[src/rtl/countdown_pkg.sv]
// Shared definitions for the countdown timer controller: state encoding
// and prescaler width helper.
package countdown_pkg;

  typedef enum logic [1:0] {
    ST_IDLE    = 2'b00,
    ST_RUN     = 2'b01,
    ST_PAUSE   = 2'b10,
    ST_EXPIRED = 2'b11
  } state_e;

  // Width needed to count 0..div-1; never less than one bit.
  function automatic int presc_w(input int div);
    return (div > 2) ? $clog2(div) : 1;
  endfunction

endpackage

[src/rtl/countdown_ctrl_tick_prescaler.sv]
// Enable-gated prescaler: counts 0..TICK_DIV-1 while en is high and flags a
// step in the cycle that holds TICK_DIV-1, so the consumer acts on that edge.
module tick_prescaler
  import countdown_pkg::*;
#(
  parameter int TICK_DIV = 50000000
) (
  input  logic clk,
  input  logic rst,
  input  logic en,
  input  logic clr,
  output logic step
);

  localparam int            PW   = presc_w(TICK_DIV);
  localparam logic [PW-1:0] LAST = PW'(TICK_DIV - 1);

  logic [PW-1:0] cnt_q;
  logic [PW-1:0] cnt_d;

  // Next phase: clear wins, otherwise advance and wrap only while enabled.
  always_comb begin
    cnt_d = cnt_q;
    if (clr) begin
      cnt_d = '0;
    end else if (en) begin
      cnt_d = (cnt_q == LAST) ? '0 : cnt_q + PW'(1);
    end else begin
      cnt_d = cnt_q;
    end
  end

  // Phase register; holds its value while disabled so pause keeps partial time.
  always_ff @(posedge clk or negedge rst) begin
    if (!rst) begin
      cnt_q <= '0;
    end else begin
      cnt_q <= cnt_d;
    end
  end

  assign step = en && (cnt_q == LAST);

endmodule

[src/rtl/countdown_ctrl.sv]
// Countdown timer controller: IDLE/RUN/PAUSE/EXPIRED sequencer driving a
// down-counter from a shared prescaler; all outputs come straight from flops.
module countdown_ctrl
  import countdown_pkg::*;
#(
  parameter int TICK_DIV = 50000000,
  parameter int CNT_W    = 8
) (
  input  logic             clk,
  input  logic             rst,
  input  logic             clr,
  input  logic             load,
  input  logic [CNT_W-1:0] preset,
  input  logic             start,
  input  logic             pause,
  output logic [CNT_W-1:0] remaining,
  output logic [1:0]       state,
  output logic             busy,
  output logic             tick,
  output logic             done,
  output logic             alarm
);

  localparam logic [CNT_W-1:0] CNT_ONE = CNT_W'(1);

  state_e           state_q, state_d;
  logic [CNT_W-1:0] rem_q, rem_d;
  logic             tick_q, tick_d;
  logic             done_q, done_d;
  logic             busy_q, busy_d;
  logic             alarm_q, alarm_d;
  logic             step_s;
  logic             presc_clr_s;
  logic             dec_s;

  tick_prescaler #(
    .TICK_DIV (TICK_DIV)
  ) u_presc (
    .clk  (clk),
    .rst  (rst),
    .en   (state_q == ST_RUN),
    .clr  (presc_clr_s),
    .step (step_s)
  );

  // State, count and output registers.
  always_ff @(posedge clk or negedge rst) begin
    if (!rst) begin
      state_q <= ST_IDLE;
      rem_q   <= '0;
      tick_q  <= 1'b0;
      done_q  <= 1'b0;
      busy_q  <= 1'b0;
      alarm_q <= 1'b0;
    end else begin
      state_q <= state_d;
      rem_q   <= rem_d;
      tick_q  <= tick_d;
      done_q  <= done_d;
      busy_q  <= busy_d;
      alarm_q <= alarm_d;
    end
  end

  // Next state and count; command priority clr > load > start > pause.
  always_comb begin
    state_d     = state_q;
    rem_d       = rem_q;
    presc_clr_s = 1'b0;
    dec_s       = 1'b0;
    if (clr) begin
      state_d     = ST_IDLE;
      rem_d       = '0;
      presc_clr_s = 1'b1;
    end else begin
      case (state_q)
        ST_IDLE: begin
          if (load) begin
            rem_d       = preset;
            presc_clr_s = 1'b1;
          end else if (start && (rem_q != '0)) begin
            state_d     = ST_RUN;
            presc_clr_s = 1'b1;
          end else begin
            state_d = ST_IDLE;
          end
        end
        ST_RUN: begin
          // A step on the same edge as pause still lands; reaching zero beats pause.
          if (step_s && (rem_q != '0)) begin
            dec_s = 1'b1;
            rem_d = rem_q - CNT_ONE;
            if (rem_q == CNT_ONE) begin
              state_d = ST_EXPIRED;
            end else if (pause) begin
              state_d = ST_PAUSE;
            end else begin
              state_d = ST_RUN;
            end
          end else if (pause) begin
            state_d = ST_PAUSE;
          end else begin
            state_d = ST_RUN;
          end
        end
        ST_PAUSE: begin
          if (load) begin
            rem_d       = preset;
            presc_clr_s = 1'b1;
          end else if (start) begin
            state_d = (rem_q != '0) ? ST_RUN : ST_IDLE;
          end else begin
            state_d = ST_PAUSE;
          end
        end
        ST_EXPIRED: begin
          if (load) begin
            rem_d       = preset;
            state_d     = ST_IDLE;
            presc_clr_s = 1'b1;
          end else begin
            state_d = ST_EXPIRED;
          end
        end
        default: begin
          state_d     = ST_IDLE;
          rem_d       = '0;
          presc_clr_s = 1'b1;
        end
      endcase
    end
  end

  // Output values for the next cycle, derived from the transition being taken.
  always_comb begin
    tick_d  = dec_s;
    done_d  = dec_s && (rem_d == '0);
    busy_d  = (state_d == ST_RUN) || (state_d == ST_PAUSE);
    alarm_d = (state_d == ST_EXPIRED);
  end

  assign remaining = rem_q;
  assign state     = state_q;
  assign busy      = busy_q;
  assign tick      = tick_q;
  assign done      = done_q;
  assign alarm     = alarm_q;

endmodule

[config.mk]
export PLATFORM = sky130hd
export DESIGN_NAME = countdown_ctrl
export DESIGN_NICKNAME = d
export VERILOG_FILES = /design/src/rtl/countdown_pkg.sv /design/src/rtl/countdown_ctrl_tick_prescaler.sv /design/src/rtl/countdown_ctrl.sv
export SDC_FILE = /design/constraint.sdc
export NUM_CORES = 1
export LEC_CHECK = 0
export ABC_CLOCK_PERIOD_IN_PS = 2300
export CAP_MARGIN = 15
export CORE_MARGIN = 4
export CORE_UTILIZATION = 45
export CTS_BUF_LIST = sky130_fd_sc_hd__clkbuf_8
export DETAILED_ROUTE_END_ITERATION = 8
export PLACE_DENSITY = 0.7
export SYNTH_ARGS = -nofsm -noshare
export SYNTH_HDL_FRONTEND = slang
export SYNTH_SLANG_ARGS = --single-unit
[constraint.sdc]
create_clock -name clk -period 2.3 [get_ports clk]
set_input_delay 0.46 -clock clk [delete_from_list [all_inputs] [get_ports clk]]
set_output_delay 0.46 -clock clk [all_outputs]
set_load 0.03 [all_outputs]
run_1/clock_nets.png
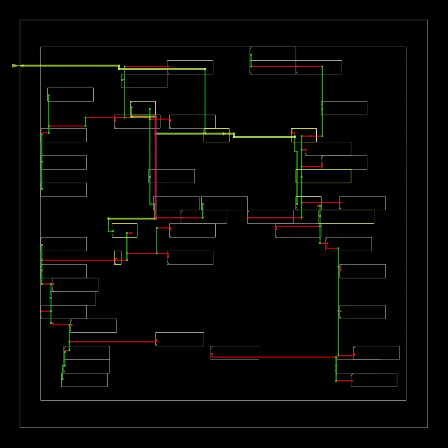
Clock Skew: 11.0 ps
# clk buffers: 5
flop count: 40
clock latency at the later pin of the worst-skew pair: 290 ps
clock group total power: 0.000673 W

run_1/gates.png
Scale bar: 20 microns.
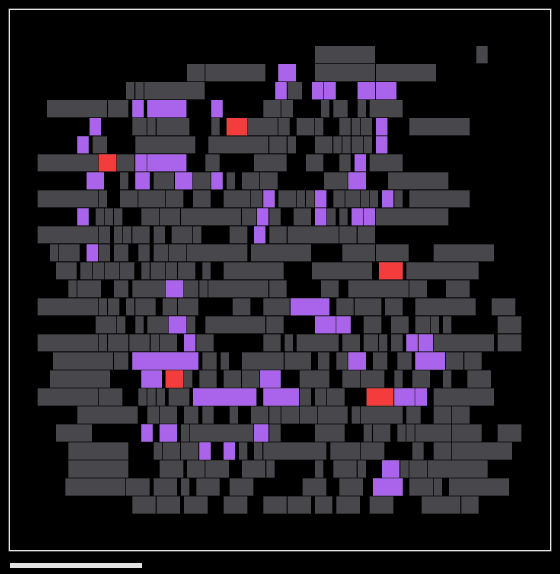
| colour | family | cells | most used |
|---|---|---|---|
| purple | aoi and oai cells | 55 | o21ai_1 |
| red | non-inverting ao/oa cells | 5 | a21o_1 |

==> ci_impl_report.md, run 1 <==
### Yosys + OpenROAD results

| Metric | Value |
|---|---|
| Syn_nets | `around 290` |
| Final Total Pwr | `between 0.0015 and 0.002 W` |
| Count of tool warnings | `31` |
| DRT met1 WL | `2.99 mm` |
| Finish-stage setup viols | `5` |
| Busiest grt layer | `met2` |
| Number of buffers and inverters on the critical path | `0` |
| Critical path arrival | `between 2000 and 3000 ps` |
| Largest fanout on the critical path | `3` |
| Sequential Area | `between 1000 and 1500 sq um` |
| Root Buffer | `clkbuf_8` |
| Clock network contribution to total cell area | `under 10%` |
| Area leader, netlist | `dfrtp_1` |
| PwrDens | `roughly 540 nW/um^2` |
| Cts hold-fix bufs | `0` |
| Via density | `~5.6` |
| Synth Area in Compound Gates | `16.9%` |
| Commonest cells post-synth | `nor2_1, dfrtp_1, o21ai_1` |
| Pwr top | `registers` |
| Grt ovf | `0` |
| XOR/XNOR Area Share | `3.24%` |
| Post-route cell area | `roughly 3400 sq um` |
| Total CTS buffers | `5` |
| Combinational power share | `roughly 22%` |
| Drt drc | `0` |
| Max Slew Vio Count | `0` |
| Die area | `between 6000 and 7000 sq um` |
| Die height | `approximately 82 microns` |
| Count of cell types in the netlist | `58` |
| Critical path class | `reg2reg` |
| Final nets | `363` |
| Crit path max-delay family | `simple AND/OR/NAND/NOR gates` |
| Cell Chain, Critical Path | `or4_4 > nor4_4 > and3_4 > nand3_4 > o21bai_1 > a21oi_2 > a2111oi_4 > ha_2` |
| R2R depth | `8` |
| Share of layout cells above drive strength 1 | `between 20% and 30%` |
| Post-Place Cells | `about 410` |
| Post-synth mux share | `1.44%` |
| Met3 Track Usage GR | `~4.2%` |
| Largest register FFs | `26` |
| Top sig layer | `met4` |
| Combinational gates | `between 200 and 250` |
| Combinational power | `0.000400 W` |
| Post-Syn Area | `roughly 2400 sq um` |
| Non-clock buffering overhead | `20.0%` |
| N_taps | `~70` |
| Top reg by flops | `u_presc.cnt_q` |
| RSZ-0062 raised after global routing | `true` |
| IO buf count | `27` |
| Initial core utilization | `between 40% and 50%` |
| Grt met1 use | `27.8%` |
| Vias in the first global route | `approximately 2300` |
| Top Layout Cells | `buf_4, nor2_1, dfrtp_1` |
| Ys async rst share | `100%` |
| Most frequent cell after synthesis | `nor2_1` |
| Clock slew at reported path FFs | `approximately 80 ps` |
| GR met2 Demand/Resource | `32.2%` |
| Syn. warnings | `0` |
| Number of enable flip-flop cells | `0` |
| Synth Area in Simple Gates | `between 30% and 40%` |
| Fill cells | `410` |
| Setup crit end | `busy` |
| Failing checks | `setup timing` |
| Most numerous logic cell after layout | `buf_4` |
| Initial antenna violation count | `0` |
| CTS tree | `built` |
| H-Tree Depth | `2` |
| Worst rel slew slack | `between 60% and 70%` |
| Syn avg cell area | `a little over 9 sq um` |
| CTS sink count | `40` |
| Util after Layout | `64.8%` |
| Cell count listed in synth_stat.txt | `269` |
| Syn-to-layout area delta | `37.7%` |
| Post-route insts no fill | `slightly above 400` |
| Worst hold path type | `in2async` |
| Slowest Stage Delay on Critical Path | `550 ps` |
| Final ANT Viol Nets | `0` |
| Worst R2R Setup Slack | `-190 ps` |
| Via count | `roughly 2300` |
| Critical Path Stages | `8` |
| DP HPWL | `between 4 and 5 mm` |
| Non-Clock Inverter Count | `5` |
| Setup crit start | `u_presc.cnt_q[24]` |
| Final WL | `around 6.3 mm` |
| Antenna fix cells | `0` |
| NetSw | `between 0.0004 and 0.0005 W` |
| Sequential cell area share | `between 20 and 30%` |
| Max Fclk | `~0.40 GHz` |
| Row Count | `26` |
| WL/cell | `roughly 15 microns` |
| Combinational share of cell area | `42.9%` |
| Synthesis area per yosys | `between 2000 and 2500 sq um` |
| Placer Congestion | `approximately 0.85` |
| R2r endpoint | `busy` |
| Pre-CTS setup slack | `-166 ps` |
| Fa+ha+maj area frac | `between 2 and 3%` |
| WP data required | `~2500 ps` |
| Placed instance area | `3100 sq um` |
| I/O pins | `28` |
| Startpoint Class | `flop` |
| Crit-path slowest cell | `or4_4` |
| Top logic family | `simple AND/OR/NAND/NOR gates` |
| Syn Inst Count | `269` |
| Seq share, synth | `between 40% and 50%` |
| Worst Slack Setup Final | `-187 ps` |
| Drt first-iter violations | `137` |
| Routed wl met2 | `2.96 mm` |
| WL met3 | `278 microns` |
| 1st-pass router iterations | `5` |
| Min Tclk post-route | `2490 ps` |
| Seq group | `between 0.0007 and 0.0008 W` |
| R2r startpoint | `u_presc.cnt_q[24]` |
| Internal power | `0.00133 W` |
| Die x size | `about 80 microns` |
| Leakage | `1.41 nW` |
| Status | `complete, but fails checks` |
run_1/pinout.png
Pins as bars across the die edge, other pins in grey.
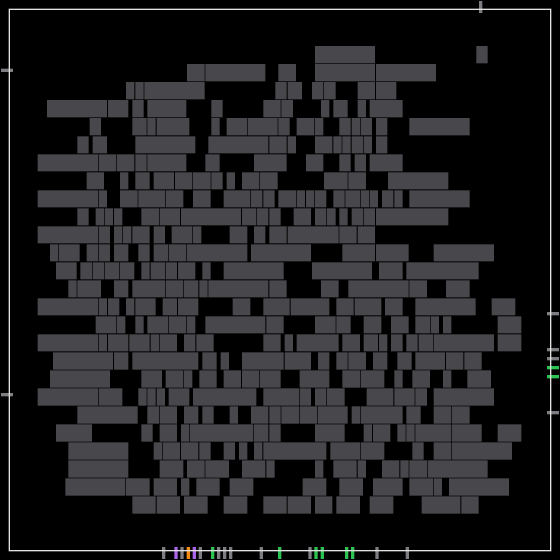
| colour | port | pins | direction | edge |
|---|---|---|---|---|
| green | `remaining` | 8 | output | 6 south, 2 east |
| orange | `pause` | 1 | input | south |
| purple | `state` | 2 | output | south |

run_1/layers.png
Only two layers are drawn.
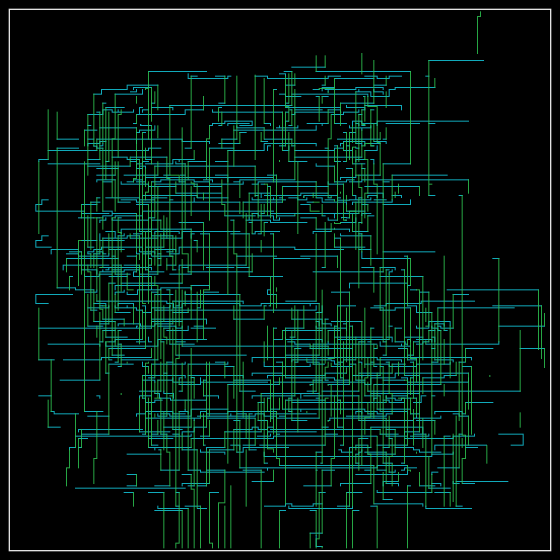

## Run 2: what changed since run 1
PLACE_DENSITY = 0.69   (was 0.7)
SLEW_MARGIN = 20   (was not set)
run_2/layers.png
Only two layers are drawn.
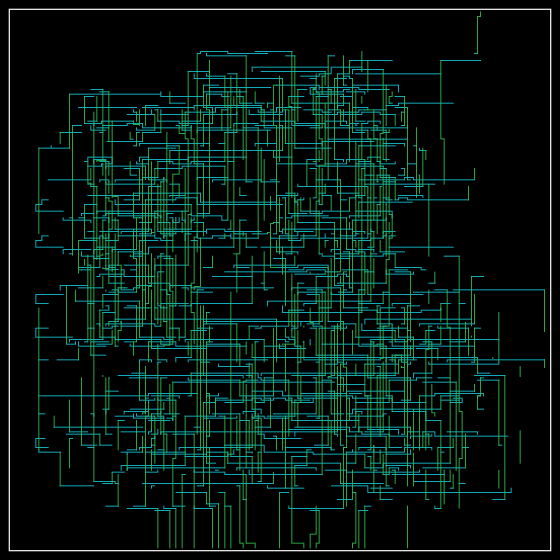
| colour | layer | wire length |
|---|---|---|
| cyan | M1 | 3100 microns |
| green | M2 | 3130 microns |

==> run 2 against run 1 <==
Effect of this change:
- the run still ends with setup timing left
- flip-flop count unchanged
- register-to-register slack better by 99 ps
- design area up 3.2%
- critical path type unchanged
- highest routed layer unchanged
==> ci_impl_report.md, run 2 <==
### Yosys + OpenROAD results

| Metric | Value |
|---|---|
| Status | `complete, but fails checks` |
| Failing checks | `setup timing` |
| Top cells by area | `dfrtp_1, nor2_1, o21ai_1` |
| R2r endpoint | `busy` |
| Ys async rst share | `100%` |
| Largest register FFs | `26` |
| Drt first-iter violations | `around 120` |
| Flop count | `about 40` |
| Top reg by flops | `u_presc.cnt_q` |
| Worst rel slew slack | `about 70%` |
| Grt met1 use | `between 20 and 30%` |
| Vias in the first global route | `between 2000 and 2500` |
| Area leader, netlist | `dfrtp_1` |
| Syn. warnings | `0` |
| Row Count | `26` |
| Clock latency at the later pin of the worst-skew pair | `290 ps` |
| Via density | `~5.5` |
| XOR/XNOR Area Share | `roughly 3.2%` |
| Synthesis area per yosys | `2430 sq um` |
| WL/cell | `about 15 microns` |
| Setup crit start | `u_presc.cnt_q[24]` |
| Sequential Area | `about 1000 sq um` |
| 1st-pass router iterations | `4` |
| Worst R2R Setup Slack | `-90 ps` |
| Final Hold Fails | `0` |
| Met3 Track Usage GR | `3.95%` |
| Worst Slack Setup Final | `-87.6 ps` |
| Most frequent cell after synthesis | `nor2_1` |
| Final nets | `between 300 and 400` |
| Synth Area in Simple Gates | `~31%` |
| Top logic family | `simple AND/OR/NAND/NOR gates` |
| Grt ovf | `0` |
| Syn_nets | `between 200 and 300` |
| Synth Area in Compound Gates | `between 10% and 20%` |
| Pwr top | `registers` |
| Setup crit end | `busy` |
| Max Fclk | `about 0.42 GHz` |
| Slowest Stage Delay on Critical Path | `~540 ps` |
| I/O pins | `28` |
| WP data required | `between 2000 and 2500 ps` |
| Fa+ha+maj area frac | `under 10%` |
| Top sig layer | `met4` |
| Clock slew at reported path FFs | `80 ps` |
| Count of tool warnings | `31` |
| Cell Chain, Critical Path | `or4_4 > nor4_4 > and3_4 > nand3_4 > o21bai_1 > a21oi_1 > a2111oi_2 > ha_1` |
| # clk buffers | `6` |
| Crit-path slowest cell | `or4_4` |
| Pre-CTS setup slack | `-127 ps` |
| PwrDens | `480 nW/um^2` |
| Die area | `roughly 6700 sq um` |
| Initial antenna violation count | `0` |
| Non-clock buffering overhead | `between 20% and 30%` |
| Combinational power share | `between 20% and 30%` |
| Non-Clock Inverter Count | `5` |
| Final Total Pwr | `about 0.0017 W` |
| Largest fanout on the critical path | `3` |
| DP HPWL | `roughly 4.7 mm` |
| Max Slew Vio Count | `0` |
| Commonest cells post-synth | `nor2_1, dfrtp_1, o21ai_1` |
| Share of layout cells above drive strength 1 | `between 30% and 40%` |
| Routed wl met2 | `between 3 and 4 mm` |
| Critical path class | `reg2reg` |
| Combinational power | `between 0.0004 and 0.0005 W` |
| Critical path arrival | `2560 ps` |
| Syn Inst Count | `about 270` |
| CTS tree | `built` |
| Syn-to-layout area delta | `42.1%` |
| Antenna fix cells | `0` |
| Cell count listed in synth_stat.txt | `about 270` |
| Cts hold-fix bufs | `0` |
| Post-route cell area | `~3500 sq um` |
| Pin count of the biggest net entering global routing | `27` |
| Finish-stage setup viols | `2` |
| GR met2 Demand/Resource | `between 30% and 40%` |
| Initial core utilization | `a little under half` |
| Post-Syn Area | `2430 sq um` |
| Final ANT Viol Nets | `0` |
| RSZ-0062 raised after global routing | `true` |
| Number of enable flip-flop cells | `0` |
| Most numerous logic cell after layout | `buf_4` |
| CTS sink count | `roughly 40` |
| Startpoint Class | `flop` |
| Fill cells | `roughly 410` |
| Root Buffer | `clkbuf_8` |
| R2r startpoint | `u_presc.cnt_q[24]` |
| Busiest grt layer | `met2` |
| Post-synth mux share | `under 10%` |
| WL met3 | `292 microns` |
| DRT met1 WL | `between 3 and 4 mm` |
| Top Layout Cells | `buf_4, nor2_1, dfrtp_1` |
| Total CTS buffers | `5` |
| Min Tclk post-route | `about 2400 ps` |
| Syn avg cell area | `roughly 9 sq um` |
| Seq share, synth | `41.1%` |
| Clock group total power | `a little under 0.0005 W` |
| NetSw | `around 0.0005 W` |
| Die height | `slightly above 80 microns` |
| Combinational gates | `roughly 210` |
| Combinational share of cell area | `a little over two fifths` |
| Placer Congestion | `about 0.87` |
| IO buf count | `27` |
| Post-Place Cells | `just over 400` |
| Count of cell types in the netlist | `about 58` |
| Internal power | `0.00116 W` |
| Critical Path Stages | `8` |
| Final WL | `6.57 mm` |
| Sequential cell area share | `29.0%` |
| R2R depth | `8` |
| Clock network contribution to total cell area | `2.68%` |
| H-Tree Depth | `2` |
| Clock Skew | `between 7 and 8 ps` |
| Post-route insts no fill | `428` |
| Util after Layout | `66.9%` |
| Via count | `2366` |
No activity file was given, so power comes from the tool's default toggle rates.
